### src/rtl/mst_win3_loader_if.sv
// Window loader bus: upstream sample handshake plus downstream window handshake.
//   i_vld/o_rdy/i_num            upstream sample stream into the loader
//   o_vld/i_rdy/o_num_1..3       completed 3-entry window out to the max stage
//   o_cnt                        entries currently held by the loader (0..3)
// master: the loader side. slave: the environment (upstream source and max stage).
interface mst_win3_loader_if #(
  parameter int WIDTH = 8
);
  logic             i_vld;
  logic             o_rdy;
  logic [WIDTH-1:0] i_num;
  logic             o_vld;
  logic             i_rdy;
  logic [WIDTH-1:0] o_num_1;
  logic [WIDTH-1:0] o_num_2;
  logic [WIDTH-1:0] o_num_3;
  logic [1:0]       o_cnt;

  modport master (
    input  i_vld, i_num, i_rdy,
    output o_rdy, o_vld, o_num_1, o_num_2, o_num_3, o_cnt
  );

  modport slave (
    output i_vld, i_num, i_rdy,
    input  o_rdy, o_vld, o_num_1, o_num_2, o_num_3, o_cnt
  );
endinterface

### src/rtl/mst_win3_loader.sv
// Assembles a serial sample stream into 3-entry windows for the 3-input max
// stage. Tumbling mode emits disjoint triples; sliding mode emits one window
// per sample once three samples are held.
// Ports:
//   i_clk    clock, rising edge
//   i_rst_n  synchronous reset, active low
//   i_mode   0 = tumbling, 1 = sliding; latched only while EMPTY
//   i_clr    synchronous clear of window contents and count
//   bus      mst_win3_loader_if.master (sample in, window out, o_cnt)
//
// state | meaning
// EMPTY | no samples held
// PART1 | one sample held (in w3)
// PART2 | two samples held (w2, w3)
// FULL  | complete window, o_vld high, registers frozen until accepted
module mst_win3_loader #(
  parameter int WIDTH = 8
) (
  input  logic                i_clk,
  input  logic                i_rst_n,
  input  logic                i_mode,
  input  logic                i_clr,
  mst_win3_loader_if.master   bus
);

  typedef enum logic [1:0] {
    EMPTY = 2'd0,
    PART1 = 2'd1,
    PART2 = 2'd2,
    FULL  = 2'd3
  } state_t;

  state_t           state;
  state_t           state_nxt;
  logic             r_mode;
  logic [WIDTH-1:0] w1;
  logic [WIDTH-1:0] w2;
  logic [WIDTH-1:0] w3;
  logic             in_acc;
  logic             out_acc;
  logic             vld;

  assign vld = (state == FULL);

  // Ready stays high while a full window is being consumed, so a new sample
  // can enter on the same edge and the stream sustains one sample per cycle.
  assign bus.o_rdy   = i_rst_n && !i_clr && (!vld || bus.i_rdy);
  assign bus.o_vld   = vld;
  assign bus.o_num_1 = w1;
  assign bus.o_num_2 = w2;
  assign bus.o_num_3 = w3;
  assign bus.o_cnt   = state;

  assign in_acc  = bus.i_vld && bus.o_rdy;
  assign out_acc = vld && bus.i_rdy;

  always_comb begin
    state_nxt = state;
    case (state)
      EMPTY: if (in_acc) state_nxt = PART1;
      PART1: if (in_acc) state_nxt = PART2;
      PART2: if (in_acc) state_nxt = FULL;
      FULL: begin
        if (out_acc) begin
          // Sliding keeps the two newest entries as the start of the next window.
          if (r_mode) state_nxt = in_acc ? FULL : PART2;
          else        state_nxt = in_acc ? PART1 : EMPTY;
        end
      end
      default: state_nxt = EMPTY;
    endcase
    if (i_clr) state_nxt = EMPTY;
  end

  always_ff @(posedge i_clk) begin
    if (!i_rst_n) begin
      state  <= EMPTY;
      r_mode <= 1'b0;
      w1     <= '0;
      w2     <= '0;
      w3     <= '0;
    end else begin
      state <= state_nxt;
      if (state == EMPTY) r_mode <= i_mode;
      if (i_clr) begin
        w1 <= '0;
        w2 <= '0;
        w3 <= '0;
      end else if (in_acc) begin
        w1 <= w2;
        w2 <= w3;
        w3 <= bus.i_num;
      end
    end
  end

endmodule

### src/flat_wrapper.sv
// flat-port wrapper written by rule: the top's interface ports become plain ports
module mst_win3_loader_flat 
#(
  parameter int WIDTH = 8
)
  (i_clk, i_rst_n, i_mode, i_clr, bus_i_vld, bus_i_num, bus_i_rdy, bus_o_rdy, bus_o_vld, bus_o_num_1, bus_o_num_2, bus_o_num_3, bus_o_cnt);
  mst_win3_loader_if #(.WIDTH(WIDTH)) bus_i ();
  input  logic i_clk;
  input  logic i_rst_n;
  input  logic i_mode;
  input  logic i_clr;
  input wire logic [$bits(bus_i.i_vld)-1:0] bus_i_vld;
  input wire logic [$bits(bus_i.i_num)-1:0] bus_i_num;
  input wire logic [$bits(bus_i.i_rdy)-1:0] bus_i_rdy;
  output wire logic [$bits(bus_i.o_rdy)-1:0] bus_o_rdy;
  output wire logic [$bits(bus_i.o_vld)-1:0] bus_o_vld;
  output wire logic [$bits(bus_i.o_num_1)-1:0] bus_o_num_1;
  output wire logic [$bits(bus_i.o_num_2)-1:0] bus_o_num_2;
  output wire logic [$bits(bus_i.o_num_3)-1:0] bus_o_num_3;
  output wire logic [$bits(bus_i.o_cnt)-1:0] bus_o_cnt;
  assign bus_i.i_vld = bus_i_vld;
  assign bus_i.i_num = bus_i_num;
  assign bus_i.i_rdy = bus_i_rdy;
  assign bus_o_rdy = bus_i.o_rdy;
  assign bus_o_vld = bus_i.o_vld;
  assign bus_o_num_1 = bus_i.o_num_1;
  assign bus_o_num_2 = bus_i.o_num_2;
  assign bus_o_num_3 = bus_i.o_num_3;
  assign bus_o_cnt = bus_i.o_cnt;
  mst_win3_loader #(.WIDTH(WIDTH)) u_core (.i_clk(i_clk), .i_rst_n(i_rst_n), .i_mode(i_mode), .i_clr(i_clr), .bus(bus_i));
endmodule
### config.mk
export PLATFORM = sky130hd
export DESIGN_NAME = mst_win3_loader_flat
export DESIGN_NICKNAME = d
export VERILOG_FILES = /design/src/rtl/mst_win3_loader_if.sv /design/src/rtl/mst_win3_loader.sv /design/src/flat_wrapper.sv
export SDC_FILE = /design/constraint.sdc
export NUM_CORES = 1
export LEC_CHECK = 0
export ABC_AREA = 1
export CAP_MARGIN = 0
export CORE_UTILIZATION = 35
export CTS_CLUSTER_DIAMETER = 50
export DETAILED_ROUTE_END_ITERATION = 16
export PLACE_DENSITY_LB_ADDON = 0.25
export SYNTH_ARGS = -nofsm -noshare
export SYNTH_HDL_FRONTEND = slang
export SYNTH_SLANG_ARGS = --single-unit
### constraint.sdc
create_clock -name i_clk -period 2.85 [get_ports i_clk]
set_clock_uncertainty 0.1 [all_clocks]
set_input_delay 0.285 -clock i_clk [delete_from_list [all_inputs] [get_ports i_clk]]
set_output_delay 0.285 -clock i_clk [all_outputs]
set_load 0.05 [all_outputs]
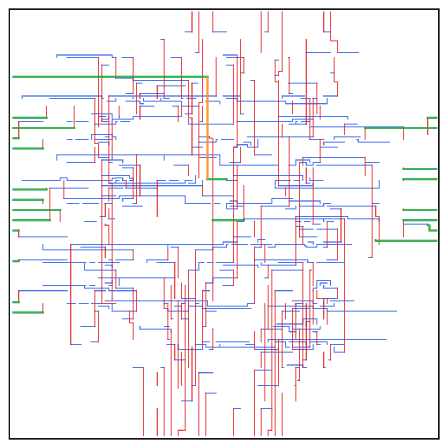
Fig. 1. Routed metal, one colour a layer.
colour	layer	wire length
red	M2	913 um
orange	M4	13.6 um
blue	M1	953 um
green	M3	113 um
Total GRT Usage: 13.5%
detail-routed net length per standard cell: 9.91 um
wire length after detailed routing: 1990 um
via count: 884

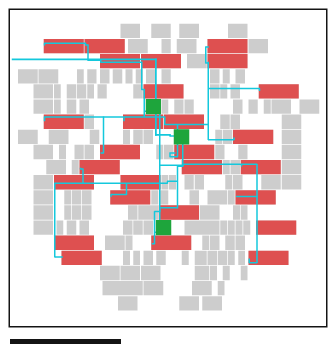
Fig. 2. Clock distribution.
Bar = 20 um.
[red] flip-flops | count: 27
[cyan] clock wires | length: 292 um
[green] clock-net drivers | count: 3
routed clock nets	4
clock latency on the worst-skew pair: 310 ps
Clk. pwr: 0.160 mW
clock power share: 24.8%

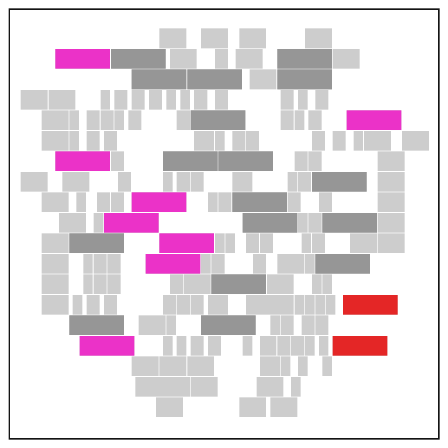
Fig. 3. Register map, names as in the netlist.
Other sequential cells in the stronger grey, the rest of the logic in the fainter grey.
colour	name in the netlist	sequential cells
red	u_core.bus.o_cnt	2
magenta	u_core.bus.o_num_3	8
area taken by flip-flops and latches: 541 um2
total sequential power: 0.392 mW

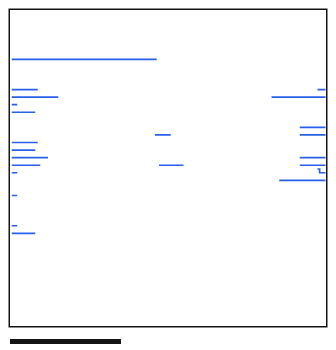
Fig. 4. Metal 3.
Bar = 20 um.
wire length on this layer	113 um
main direction	horizontal
met3 capacity usage during global routing: 3.92%

==> run notes <==
Physical implementation

Once layout is done, the placed cells without fillers occupy approximately 1500 um2. Internal power comes to between 0.4 and 0.5 mW. The final timing report lists a hold violation count of 0.

In the layout the commonest cells are sky130_fd_sc_hd__clkdlybuf4s50_1 (40), sky130_fd_sc_hd__inv_1 (30), sky130_fd_sc_hd__dfxtp_1 (27), sky130_fd_sc_hd__nand3_1 (25), sky130_fd_sc_hd__o21ai_1 (24). On the critical path the data arrives at about 1800 ps. Cells fill 52.9% of the core in the end. The register share of total power is roughly 61%. The count of nets left with antenna violations once routing finished came out at 0. Counting along the longest clock path gives a buffer depth of 2. The worst path in the final design needs a cycle of about 2100 ps, including I/O delays and setup.

Buffers inserted to repair hold after CTS numbered 0. The biggest power consumer among the groups is sequential cells. In the synthesized netlist, the number of instances is approximately 130.

The width of the chip is approximately 57 um. The total cell area at the placement stage is 1460 um2. In this run switching power makes up 26.1% of total power.

The initial cell density of the core is about 37%. The total grt overflow is 0. The most common cell after layout, fill and taps aside is sky130_fd_sc_hd__clkdlybuf4s50_1.

Per STA, the worst path is made up of nand2_1, inv_1, clkdlybuf4s50_1. The most critical hold endpoint after final layout shows a slack of about 350 ps. The startpoint of the most critical hold path is u_core.r_mode. The startpoint class of the critical path is a flop. The core outline area is roughly 2800 um2. The count of buffers added on input and output ports is approximately 41. The number of max-cap violations is 0. Setup slack on the worst path after placement came out at 697 ps. The share of total power dissipated in combinational logic is between 10% and 20%.

The number of antenna cells inserted is 0. The highest cell delay on the worst timing path is ~830 ps. The switching power summed over all nets is approximately 0.17 mW.

The number of cells in the yosys synthesis report is between 100 and 150. Setup repair after global routing left no endpoint under its margin. The number of antenna violations at the first check in global routing is 0. The number of warnings reported in the stage logs is 26. The net count entering floorplan is 146. The synthesized netlist devotes 14.3% of its cell area to compound gates. The final reports fail on design-rule violations. The buffer count from post-CTS setup fixing is 0. The launching instance or port of the critical path is u_core.bus.o_cnt[1].

The fraction of the mapped netlist area in simple logic gates is ~19%. The area growth from synthesis to layout is 41.1%. The part of the cycle the worst path needs is about 75%. According to the Yosys statistics, the synthesized design has a chip area of approximately 1100 um2.

The run finished, with violations left. The multiplexer share of the synthesized area is 0%. Including well taps, the total number of placed cells is 197.

The final net count is between 150 and 200. The worst register-to-register path ends at u_core.bus.o_cnt[1]. The post-cts resize count is 0.

The largest combinational cell category by area is simple AND/OR/NAND/NOR gates. The end point of the most critical hold path is u_core.r_mode. The synthesized netlist occupies a cell area of 1050 um2.

The report shows a maximum critical-path fanout of 5. The share of final-layout standard cells stronger than drive strength 1 is 4.71%. The number of clock sinks seen by CTS is 27. The tally of yosys warning messages is 0. The adder and majority gate portion of the synthesized area is 0%. The combinational power is roughly 0.092 mW.

Per the summary, power density relative to cell area is between 400 and 500 nW/um2. The fraction of synthesized cell area in xor and xnor cells is 0%. Looking at the clock tree report, the root buffer type is sky130_fd_sc_hd__clkbuf_4.

The critical path in the final layout is reported with a setup slack of 701 ps. The die outline area is about 3200 um2. The first routing iteration left 16 violations. The number of global-route vias before repair was 805. The sequential-to-total area share from yosys stat is a little over 50%. The report gives the cell count of the worst hold path as 2. The standard cell with the maximum stage delay on the critical path is sky130_fd_sc_hd__clkdlybuf4s50_1. Per the gpl log, the routability congestion estimate is slightly above 0.7. The clock transition at the registers of the reported paths is ~130 ps.

The first detailed-routing pass ran for 10 iterations. Looking at the setup timing report, the critical path kind is reg -> out. For this design the static power due to leakage is ~0.56 nW.

TritonCTS created 3 clock buffers. The required arrival time at the worst endpoint is 2470 ps. TritonCTS built the clock tree. Per the OpenROAD floorplan log, the height of the die is roughly 57 um.

The post-synthesis average cell area is between 7 and 8 um2. The final layout reports a setup TNS of 0 ps. Pin placement for this block handled 42 I/O pins. Per the power-grid run, VDD falls by no more than around 0.21 mV. For the worst flop-to-flop path, the logic depth is 6. The global-route wire length before repair is between 3000 and 4000 um. The critical path endpoint category is a primary output. The upper clock frequency limit is between 400 and 500 MHz.

For this run, the final setup violation count is recorded as 0. The worst-case headroom to the max-slew limit is 65.1%. Synthesis inferred 27 register bits.

In this run the worst setup path terminates at bus_o_vld. The actual transition at the worst max-transition pin is approximately 520 ps. Note, the detailed placer reported a final HPWL of 1430 um. Entering global routing, the biggest net connects roughly 53 pins. The routed design shows a via density per instance of roughly 4.4.

In this run the number of H-tree levels came out at 1. Per the timing report, the most critical flop-to-flop path originates at u_core.bus.o_cnt[1]. In this run the core area contains 19 standard-cell rows. The post-layout total power is approximately 0.65 mW. The non-filler instance count after layout is around 200. For reference, the final report shows the max-slew violation count at 0.

The setup slack of the worst register-to-register path is about 1400 ps. Yosys mapped the design onto 14 distinct sky130hd cell types. The type recorded for the worst min-delay path is reg -> reg. The routed layout reports a DRC error count of 3.
Yosys cell counts:
cell type                  n  share of area, %
sky130_fd_sc_hd__inv_1    30                11
sky130_fd_sc_hd__nand3_1  25                12
sky130_fd_sc_hd__or2_2     1              0.60
sky130_fd_sc_hd__a21oi_1   2              0.95
sky130_fd_sc_hd__nand3_4   1               1.7
sky130_fd_sc_hd__inv_2     1              0.36
sky130_fd_sc_hd__o21ai_1  24                11
sky130_fd_sc_hd__nand2_1   7               2.5
sky130_fd_sc_hd__nor2_8    1               1.9
sky130_fd_sc_hd__buf_6     1               1.1
sky130_fd_sc_hd__buf_2     6               2.9
sky130_fd_sc_hd__nor2_1    2              0.71
sky130_fd_sc_hd__o21ai_0   4               1.9
sky130_fd_sc_hd__dfxtp_1  27                51
critical path, delay by kind of cell, from the launching register on:
| family | cells | cell delay (ps) |
|---|---|---|
| buffers and inverters | 2 | 930 |
| flip-flops | 1 | 430 |
| AND/OR/NAND/NOR | 1 | 90 |
routing by layer:
metal  GRT usage, %  up-vias  part of all wire [%]
li1               -      493                     -
met1           16.7      366                    48
met2           22.1       23                    46
met3           3.92        2                   5.6
met4           5.23        0                  0.65
met5              0        -                     0
registers in the layout, summed over array words and instances, names as in the netlist:
| signal | flops |
|---|---|
| u_core.bus.o_num_2 | 8 |
| u_core.bus.o_num_1 | 8 |
| u_core.bus.o_num_3 | 8 |
| u_core.r_mode | 1 |
| u_core.bus.o_cnt | 2 |
area by class of cell:
| cell class | count | area (um2) |
|---|---|---|
| Sequential cell | 27 | 541 |
| Tap cell | 31 | 38.8 |
| Multi-Input combinational cell | 67 | 353 |
| Fill cell | 278 | 1320 |
| Clock buffer | 4 | 26.3 |
| Inverter | 31 | 116 |
| Timing Repair Buffer | 41 | 408 |
Power and IR drop assume default switching activity.
